==> run_1/route_heat.png <==
Bar = 50 um. 32 x 19 tiles, from white (low) to dark blue (high), scaled to the fullest tile. Values are wire area over tile area, all layers added.
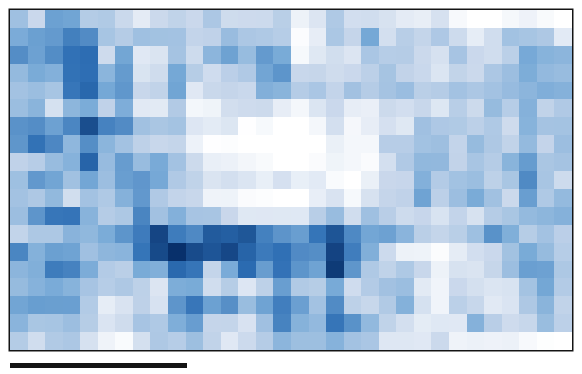
==> run_1/clock_wires.png <==
Bar = 50 um.
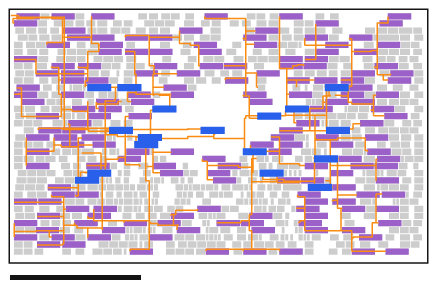
==> run_1/closeup.png <==
Window x 60 to 100, y 28 to 68 um. Cells in grey, sequential cells in the stronger grey; small squares are vias.
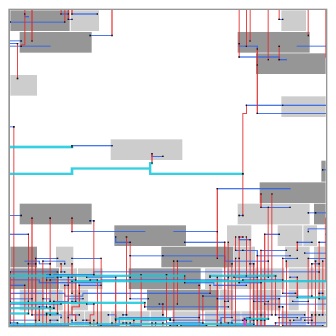
==> run_1/clock_nets.png <==
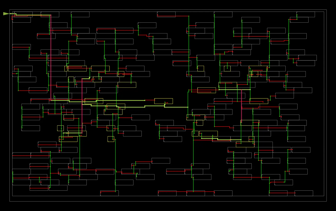
===== src/rtl/wvb_pkg.sv =====
// Shared definitions for the waveform buffer read side: header field layout,
// eoe bit position, default widths and the reader FSM state encoding.
package wvb_pkg;
  localparam int DATA_W_DEF    = 28;
  localparam int ADR_W_DEF     = 15;
  localparam int HDR_W_DEF     = 87;
  localparam int HDR_START_LSB = 0;
  localparam int HDR_STOP_LSB  = 15;
  localparam int EOE_BIT       = 0;

  typedef enum logic [1:0] {
    IDLE     = 2'd0,
    HDR_WAIT = 2'd1,
    HDR_XFER = 2'd2,
    STREAM   = 2'd3
  } rd_state_e;
endpackage


===== src/rtl/wvb_skid_fifo.sv =====
// Two-entry skid FIFO on the sample return path; head entry drives the
// output directly, so a stalled word stays stable until popped.
module wvb_skid_fifo #(
  parameter int P_WIDTH = 29
) (
  input  logic               clk,
  input  logic               rst_n,
  input  logic               push,
  input  logic [P_WIDTH-1:0] din,
  input  logic               pop,
  output logic [P_WIDTH-1:0] dout,
  output logic               valid,
  output logic [1:0]         occ
);
  logic [1:0][P_WIDTH-1:0] mem;
  logic                    wp, rp;

  // Upstream never pushes into a full FIFO without a same-cycle pop.
  always_ff @(posedge clk or negedge rst_n) begin
    if (!rst_n) begin
      mem <= '0;
      wp  <= 1'b0;
      rp  <= 1'b0;
      occ <= 2'd0;
    end else begin
      if (push) begin
        mem[wp] <= din;
        wp      <= ~wp;
      end
      if (pop) rp <= ~rp;
      occ <= occ + {1'b0, push} - {1'b0, pop};
    end
  end

  assign dout  = mem[rp];
  assign valid = (occ != 2'd0);
endmodule


===== src/rtl/waveform_buffer_reader.sv =====
// Pops one header, hands it downstream, then streams the event's samples from
// the waveform BRAM (start..stop, wrapping) through a 2-entry skid FIFO.
module waveform_buffer_reader
  import wvb_pkg::*;
#(
  parameter int P_DATA_WIDTH = DATA_W_DEF,
  parameter int P_ADR_WIDTH  = ADR_W_DEF,
  parameter int P_HDR_WIDTH  = HDR_W_DEF
) (
  input  logic                    clk,
  input  logic                    rst_n,
  input  logic                    en,
  input  logic                    hdr_empty,
  input  logic [P_HDR_WIDTH-1:0]  hdr_data_out,
  output logic                    hdr_rdreq,
  output logic [P_ADR_WIDTH-1:0]  wvb_rd_addr,
  input  logic [P_DATA_WIDTH-1:0] wvb_data_out,
  output logic [P_HDR_WIDTH-1:0]  hdr_out,
  output logic                    hdr_valid,
  input  logic                    hdr_ready,
  output logic [P_DATA_WIDTH-1:0] dout,
  output logic                    dout_valid,
  input  logic                    dout_ready,
  output logic                    dout_last,
  output logic                    busy,
  output logic                    eoe_err
);
  rd_state_e                state, state_nxt;
  logic [P_ADR_WIDTH-1:0]   rd_ptr, stop_addr;
  logic                     stop_issued, inflight, inflight_last;
  logic                     issue, pop, at_stop;
  logic [1:0]               occ;
  logic [2:0]               pending;
  logic [P_DATA_WIDTH:0]    skid_dout;
  logic                     skid_valid;

  always_ff @(posedge clk or negedge rst_n) begin
    if (!rst_n) state <= IDLE;
    else        state <= state_nxt;
  end

  always_comb begin
    state_nxt = state;
    case (state)
      IDLE:     if (en && !hdr_empty) state_nxt = HDR_WAIT;
      HDR_WAIT: state_nxt = HDR_XFER;
      HDR_XFER: if (hdr_ready) state_nxt = STREAM;
      STREAM:   if (pop && dout_last) state_nxt = IDLE;
      default:  state_nxt = IDLE;
    endcase
  end

  // pop implies occ >= 1, so pending never goes negative.
  always_comb begin
    hdr_rdreq = 1'b0;
    hdr_valid = 1'b0;
    busy      = (state != IDLE);
    pop       = skid_valid & dout_ready;
    pending   = {1'b0, occ} + {2'b0, inflight} - {2'b0, pop};
    issue     = 1'b0;
    case (state)
      IDLE:     hdr_rdreq = rst_n & en & ~hdr_empty;
      HDR_XFER: hdr_valid = 1'b1;
      STREAM:   issue     = ~stop_issued & (pending < 3'd2);
      default:  ;
    endcase
  end

  assign at_stop     = (rd_ptr == stop_addr);
  assign wvb_rd_addr = rd_ptr;

  always_ff @(posedge clk or negedge rst_n) begin
    if (!rst_n) begin
      hdr_out       <= '0;
      rd_ptr        <= '0;
      stop_addr     <= '0;
      stop_issued   <= 1'b0;
      inflight      <= 1'b0;
      inflight_last <= 1'b0;
      eoe_err       <= 1'b0;
    end else begin
      if (state == HDR_WAIT) begin
        hdr_out     <= hdr_data_out;
        rd_ptr      <= hdr_data_out[HDR_START_LSB +: P_ADR_WIDTH];
        stop_addr   <= hdr_data_out[HDR_STOP_LSB +: P_ADR_WIDTH];
        stop_issued <= 1'b0;
      end else if (issue) begin
        rd_ptr <= rd_ptr + 1'b1;
        if (at_stop) stop_issued <= 1'b1;
      end
      inflight      <= issue;
      inflight_last <= issue & at_stop;
      // Stop address owns the last tag; eoe disagreement is only flagged.
      if (inflight && (wvb_data_out[EOE_BIT] != inflight_last)) eoe_err <= 1'b1;
    end
  end

  wvb_skid_fifo #(.P_WIDTH(P_DATA_WIDTH + 1)) u_skid (
    .clk   (clk),
    .rst_n (rst_n),
    .push  (inflight),
    .din   ({inflight_last, wvb_data_out}),
    .pop   (pop),
    .dout  (skid_dout),
    .valid (skid_valid),
    .occ   (occ)
  );

  assign dout       = skid_dout[P_DATA_WIDTH-1:0];
  assign dout_valid = skid_valid;
  assign dout_last  = skid_valid & skid_dout[P_DATA_WIDTH];
endmodule


===== config.mk =====
export PLATFORM = sky130hd
export DESIGN_NAME = waveform_buffer_reader
export DESIGN_NICKNAME = d
export VERILOG_FILES = /design/src/rtl/wvb_pkg.sv /design/src/rtl/wvb_skid_fifo.sv /design/src/rtl/waveform_buffer_reader.sv
export SDC_FILE = /design/constraint.sdc
export NUM_CORES = 1
export LEC_CHECK = 0
export CAP_MARGIN = 20
export CORE_ASPECT_RATIO = 0.6
export CORE_MARGIN = 1
export CORE_UTILIZATION = 49
export DETAILED_ROUTE_END_ITERATION = 7
export GPL_TIMING_DRIVEN = 0
export PLACE_DENSITY = 0.92
export SYNTH_ARGS = -nofsm -noshare
export SYNTH_HDL_FRONTEND = slang
export SYNTH_SLANG_ARGS = --single-unit

===== constraint.sdc =====
create_clock -name clk -period 5.8 [get_ports clk]
set_input_delay 1.16 -clock clk [delete_from_list [all_inputs] [get_ports clk]]
set_output_delay 1.16 -clock clk [all_outputs]
set_load 0.02 [all_outputs]

==> results_slide.txt, run 1 <==
Physical Implementation Snapshot

Floorplanning
  • Die Width: 159 um
  • Die Area: 0.0153 mm2
  • Core region area: roughly 0.014 mm2

Synth
  • YS warnings: 0
  • # Cells Yosys: approximately 530
  • Register area share after synthesis: 0.587
  • Number of distinct library cell variants in the gate-level netlist after synthesis: 38
  • Nets in the synthesized netlist: roughly 650
  • Number of synthesized register bits: 170
  • Cell types with the highest counts after synthesis: 170 x dfrtp_1, 164 x mux2_2, 23 x inv_1
  • Aoi share: 0.0293
  • Post-synthesis instance total: 525
  • Adder-Cell Fraction of Synth Area: 0.0148
  • Combined area of all synthesized cells: around 0.0073 mm2
  • Most used flip-flop cell after synthesis: dfrtp_1
  • Largest non-sequential cell family by area: multiplexers
  • Area fraction in and, or, nand and nor cells: 0.0538
  • Fraction of synthesis flops using an asynchronous set or reset pin: 1.00

Cells and area
  • Most flops, register: hdr_out
  • Most common cell after layout, fill and taps aside: clkdlybuf4s50_1
  • Final standard cell utilization of the core: 0.737
  • # fillers: ~920
  • Area grow syn2layout: 46.9%
  • Share of final-layout standard cells stronger than drive strength 1: 0.250
  • Number of diodes: 0

Final timing
  • Measured slew at the worst slew-check pin: approximately 0.65 ns
  • Final critical path time including I/O delays and setup: 4.28 ns
  • Final setup fails: 0
  • Worst setup slack after layout: 1.52 ns
  • Relative max-transition margin: 0.569
  • Final Hold Violating Endpoints: 0

Global routing
  • Grt met3 use: 0.0900
  • Number of antenna violations at the first check in global routing: 0
  • Wire length of the first global-routing pass: 29,000 um
  • Met1 usage: 0.318
  • Largest net degree at the start of global routing: 115
  • Number of global-route vias before repair: around 5,500
  • Met2 routing resource usage after global routing: 0.405

Worst setup path
  • Cell with the largest stage delay on the worst path: or4_4
  • Crit-path leading delay family: simple AND/OR/NAND/NOR gates
  • Logic depth of the worst path, buffers included: 12
  • Cells on worst reg2reg path: 11
  • Required time worst endpoint: 6.13 ns
  • Worst R2R Setup Slack: 2.07 ns
  • Worst setup endpoint: wvb_rd_addr[14]
  • Source of the critical timing path: dout_ready
  • Endpoint arrival time on the critical path: 4.60 ns
  • Sequence of cells on the critical path: clkdlybuf4s50_1, inv_1, nor2_1, ha_1, inv_1, ha_1, fa_1, or3b_1, clkbuf_2, or4_4, or4_1, a31oi_1
  • CP peak stage delay: 0.58 ns
  • Worst Path Buf+Inv: 4
  • Kind of end point of the critical path: flip-flop
  • Capture point of the worst reg-to-reg path: wvb_rd_addr[14]

Clock network
  • Clock edge transition at the registers on the reported setup and hold paths: 0.06 ns
  • CTS max path bufs: 2
  • Post-CTS setup-driven buffer insertion count: 0
  • CTS HTree Levels: 4

Route
  • First drt pass iteration count: 5
  • Highest metal used: met4
  • DR DRC count: 0
  • Total met2 wirelength after detailed routing: between 8000 and 9000 um
  • Average via count per standard cell: 5.22

Power
  • Combinational group share of total power: 0.513
  • PD cells: 630 mW/mm2
  • Power in combinational cells: 3440 uW
  • Seq pwr share: 0.328
  • Internal cell power: 4140 uW
  • Leakage power: 0.00440 uW
  • Share of power burned in the clock network: 0.159
  • Clock network power consumption: about 1100 uW

Placed design
  • PortBufs: around 260
  • Setup slack at placement: 0.990 ns
  • Weighted congestion reported at the end of routability-driven placement: 0.924

Worst hold path
  • Endpoint, Worst Hold: u_skid.wp
  • Startpoint of the worst hold path: u_skid.wp
  • Worst hold path class: reg2reg

Run
  • Maxcap violations: 0
  • Tool Warnings: 31

Run status
  • Status: finished clean
About route_heat.png:
emptiest ninth of the die: middle
mean over tiles: 0.20
tiles over half the peak: 20%
overall routed net length: 18,700 um
via count of the routed design: 5,284
Total GRT Usage: 0.248
routed len/inst: 18.4 um

About clock_wires.png:
[blue] clock-net drivers | count: 17
[purple] flip-flops | count: 170
[orange] clock wires | length: 1,950 um
routed clock nets: 18

About closeup.png:
[blue] M1
[magenta] M4
[cyan] M3
[red] M2
netlist names of flops here include: `u_skid.mem` (4), `wvb_rd_addr` (4)
cells with their middle in the window: 48
sequential cells in the window: 11
most frequent: dfrtp_1 (11), clkbuf_16 (4)

About clock_nets.png:
clk latency late pin: 0.41 ns
TritonCTS sink count: 170

## run 1: cell type report
cell class              count  area (um2)  share of cell area
repair buffers            258        2600               0.244
flip-flops and latches    170        4250               0.399
inverters                  23        86.3             0.00810
plain buffers              23        87.6             0.00822
clock inverters            12         108              0.0101
clock buffers              20         447              0.0419
well taps                 198         248              0.0233
multi-input cells         309        2830               0.265
## run 1: metrics by stage
stage                     setup TNS (ns)  power, uW  instances  hold WS (ns)  cell area, um2
after floorplan                        0       4090        525         0.463            7250
after global placement           -500.04       5500        979         0.441           10100
after detailed placement               0       5660        980         0.471           10100
after CTS                              0       6760       1012         0.497           10700
after global routing                   0       7080       1013         0.510           10700
final                                  0       6710       1013         0.493           10700
==> run_1/m3.png <==
Cells faint in the background.
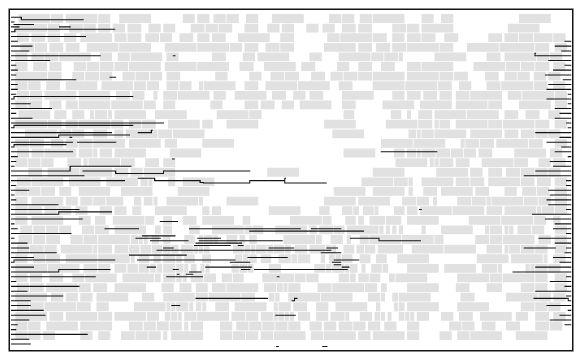

--- run 2 (diff from run 1) ---
--- a/config.mk
+++ b/config.mk
@@ -8,10 +8,10 @@
 export CAP_MARGIN = 20
 export CORE_ASPECT_RATIO = 0.6
 export CORE_MARGIN = 1
-export CORE_UTILIZATION = 49
+export CORE_UTILIZATION = 45
 export DETAILED_ROUTE_END_ITERATION = 7
 export GPL_TIMING_DRIVEN = 0
-export PLACE_DENSITY = 0.92
+export PLACE_DENSITY = 0.86
 export SYNTH_ARGS = -nofsm -noshare
 export SYNTH_HDL_FRONTEND = slang
 export SYNTH_SLANG_ARGS = --single-unit
==> constraint.sdc (replaced) <==
create_clock -name clk -period 4.1 [get_ports clk]
set_input_delay 0.82 -clock clk [delete_from_list [all_inputs] [get_ports clk]]
set_output_delay 0.82 -clock clk [all_outputs]
set_load 0.02 [all_outputs]
==> run_2/m3.png <==
Cells faint in the background.
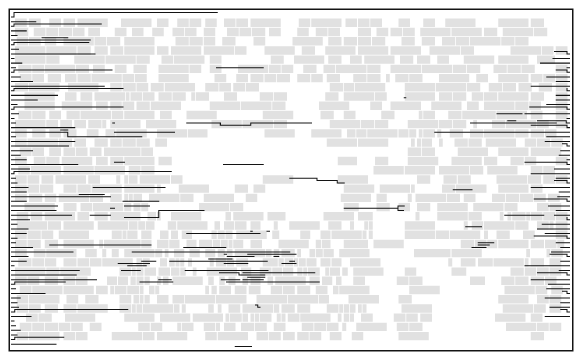
main direction: horizontal
longest straight run: 60.0 um

==> run_2/closeup.png <==
Window x 63 to 103, y 30 to 70 um. Cells in grey, sequential cells in the stronger grey; small squares are vias.
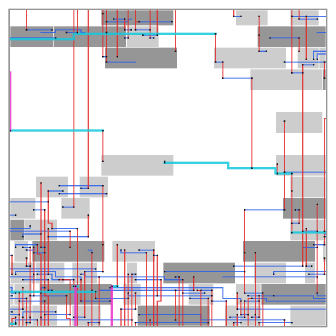
[blue] M1
[cyan] M3
[red] M2
[magenta] M4
sequential cells in the window: 12
most frequent: dfrtp_1 (12), clkdlybuf4s50_1 (5), clkbuf_16 (4)
netlist names of flops here include: `hdr_out` (3), `u_skid.mem` (3), `u_skid.occ` (2)
cells with their middle in the window: 45

==> run 2 against run 1 <==
Compared with the run above: the run now ends with design-rule violations left; sequential share of layout area is 0.39 points lower; synthesized area is the same; critical path depth unchanged; clock power up 65%; die size grew 8.7%; critical path type unchanged; highest routed layer unchanged.
==> results_slide.txt, run 2 <==
Physical Implementation Snapshot

Cells and area
  • Post-route cell area: 0.0108 mm2
  • Area occupied by registers: 0.00425 mm2
  • Final standard cell utilization of the core: 0.692
  • Number of diodes: 0
  • Most common cell after layout, fill and taps aside: clkdlybuf4s50_1
  • Final Instance Count excl. Fillers: 1,017
  • Multi-input gate area in the final layout: ~0.0028 mm2
  • # fillers: roughly 1,100
  • Share of final-layout standard cells stronger than drive strength 1: 0.253
  • Area grow syn2layout: 48.3%
  • Most flops, register: hdr_out

Power
  • Fraction of power spent switching nets: 0.379
  • Leakage power: 0.00445 uW
  • Internal cell power: 6050 uW
  • Clock network power consumption: 1750 uW
  • Share of power burned in the clock network: 0.180
  • PD cells: 906 mW/mm2
  • Power in combinational cells: slightly below 5000 uW
  • Switching power total: 3690 uW
  • Seq pwr share: 0.320
  • Post-route total power: 9740 uW
  • Combinational group share of total power: 0.500

Clock network
  • CTS max path bufs: 2
  • TritonCTS sink count: 170
  • Clock edge transition at the registers on the reported setup and hold paths: around 0.07 ns
  • CTS HTree Levels: 4
  • Clk Tree Root Cell: clkbuf_16
  • Post-CTS setup-driven buffer insertion count: 0
  • TritonCTS clock tree: yes
  • Clk latency late pin: 0.42 ns

Synth
  • # Cells Yosys: 525
  • Register area share after synthesis: 0.587
  • Combined area of all synthesized cells: 0.00725 mm2
  • Number of synthesized register bits: 170
  • Post-synthesis instance total: 525
  • Number of distinct library cell variants in the gate-level netlist after synthesis: 38
  • Dominant cell type by area after synthesis: dfrtp_1
  • Cell types with the highest counts after synthesis: 170 x dfrtp_1, 164 x mux2_2, 23 x inv_1
  • YS warnings: 0
  • Fraction of synthesis flops using an asynchronous set or reset pin: 1.00
  • Area fraction in and, or, nand and nor cells: 0.0538
  • Aoi share: 0.0293
  • Adder-Cell Fraction of Synth Area: 0.0148
  • Most used flip-flop cell after synthesis: dfrtp_1
  • Nets in the synthesized netlist: 654
  • Yosys synthesis chip area: around 0.0073 mm2
  • Area fraction in mux cells: 0.260
  • Largest non-sequential cell family by area: multiplexers

Worst setup path
  • Source of the critical timing path: dout_ready
  • Sequence of cells on the critical path: clkdlybuf4s50_1, inv_1, nor2_1, ha_1, inv_1, ha_1, fa_1, or3b_1, clkbuf_2, or4_4, or4_1, a31oi_1
  • Cells on worst reg2reg path: 11
  • CP peak stage delay: 0.59 ns
  • Worst R2R Setup Slack: 0.38 ns
  • Worst Path Buf+Inv: 4
  • Logic depth of the worst path, buffers included: 12
  • Capture point of the worst reg-to-reg path: wvb_rd_addr[14]
  • Crit-path leading delay family: simple AND/OR/NAND/NOR gates
  • Worst setup endpoint: wvb_rd_addr[14]
  • Endpoint arrival time on the critical path: 4.28 ns
  • Startpoint type of the worst setup path: input pin
  • Required time worst endpoint: 4.44 ns
  • Cell with the largest stage delay on the worst path: or4_4
  • Kind of end point of the critical path: flip-flop
  • Startpoint of the worst-slack reg-to-reg timing path: u_skid.occ[1]

Final timing
  • Fin Hold WS: 0.427 ns
  • Final Hold Violating Endpoints: 0
  • Clock tree skew after final layout: 0.0160 ns
  • Setup tns final: 0 ns
  • Final setup fails: 0
  • Final clock period utilization by the worst path: 0.963
  • Final critical path time including I/O delays and setup: 3.95 ns
  • Worst setup slack after layout: 0.153 ns
  • Measured slew at the worst slew-check pin: 0.739 ns
  • Relative max-transition margin: 0.507

Floorplanning
  • Overall die height: 100 um
  • Count of boundary I/O pins: 257
  • Die Area: 0.0166 mm2
  • Die Width: roughly 170 um
  • Core region area: 0.0155 mm2

Route
  • First drt pass iteration count: 8
  • Overall routed net length: 19,000 um
  • DR DRC count: 30
  • Via count of the routed design: 5,335
  • Routed len/inst: 18.7 um
  • Average via count per standard cell: 5.25

Run
  • Tool Warnings: 29
  • Maxcap violations: 0

Run status
  • Violated checks: design-rule violations
  • Status: finished with violations

Global routing
  • Total GRT Usage: 0.233
  • Number of antenna violations at the first check in global routing: 0
  • Wire length of the first global-routing pass: 29,800 um
  • Number of global-route vias before repair: 5,679
  • Largest net degree at the start of global routing: 99

Placed design
  • Area after detailed placement: 0.0101 mm2
  • Setup slack at placement: -0.287 ns
  • PortBufs: ~260
  • Weighted congestion reported at the end of routability-driven placement: around 0.90
  • Number of placed cells counting well taps: around 990

Worst hold path
  • Worst hold path class: in2async
[run 2: final cells by class]
cell class	count	area share
sequential	170	0.395
multi-input combinational	309	0.263
timing repair buffer	257	0.241
clock buffer	17	0.0395
tap	203	0.0236
clock inverter	15	0.0209
buffer	23	0.00814
inverter	23	0.00802
[run 2: layer usage]
| layer | wire length [um] | track usage | share of wire |
|---|---|---|---|
| met5 | 0 | 0 | 0 |
| met3 | 1840 | 0.0879 | 0.097 |
| met2 | 9010 | 0.389 | 0.47 |
| met4 | 182 | 0.0661 | 0.0096 |
| met1 | 7990 | 0.285 | 0.42 |
[run 2: timing repair]
action | CTS | global route
endpoints found under the setup margin | 0 | 2
hold buffers | 0 | 0
gates resized | 0 | 1
No activity file was given, so power comes from the tool's default toggle rates.
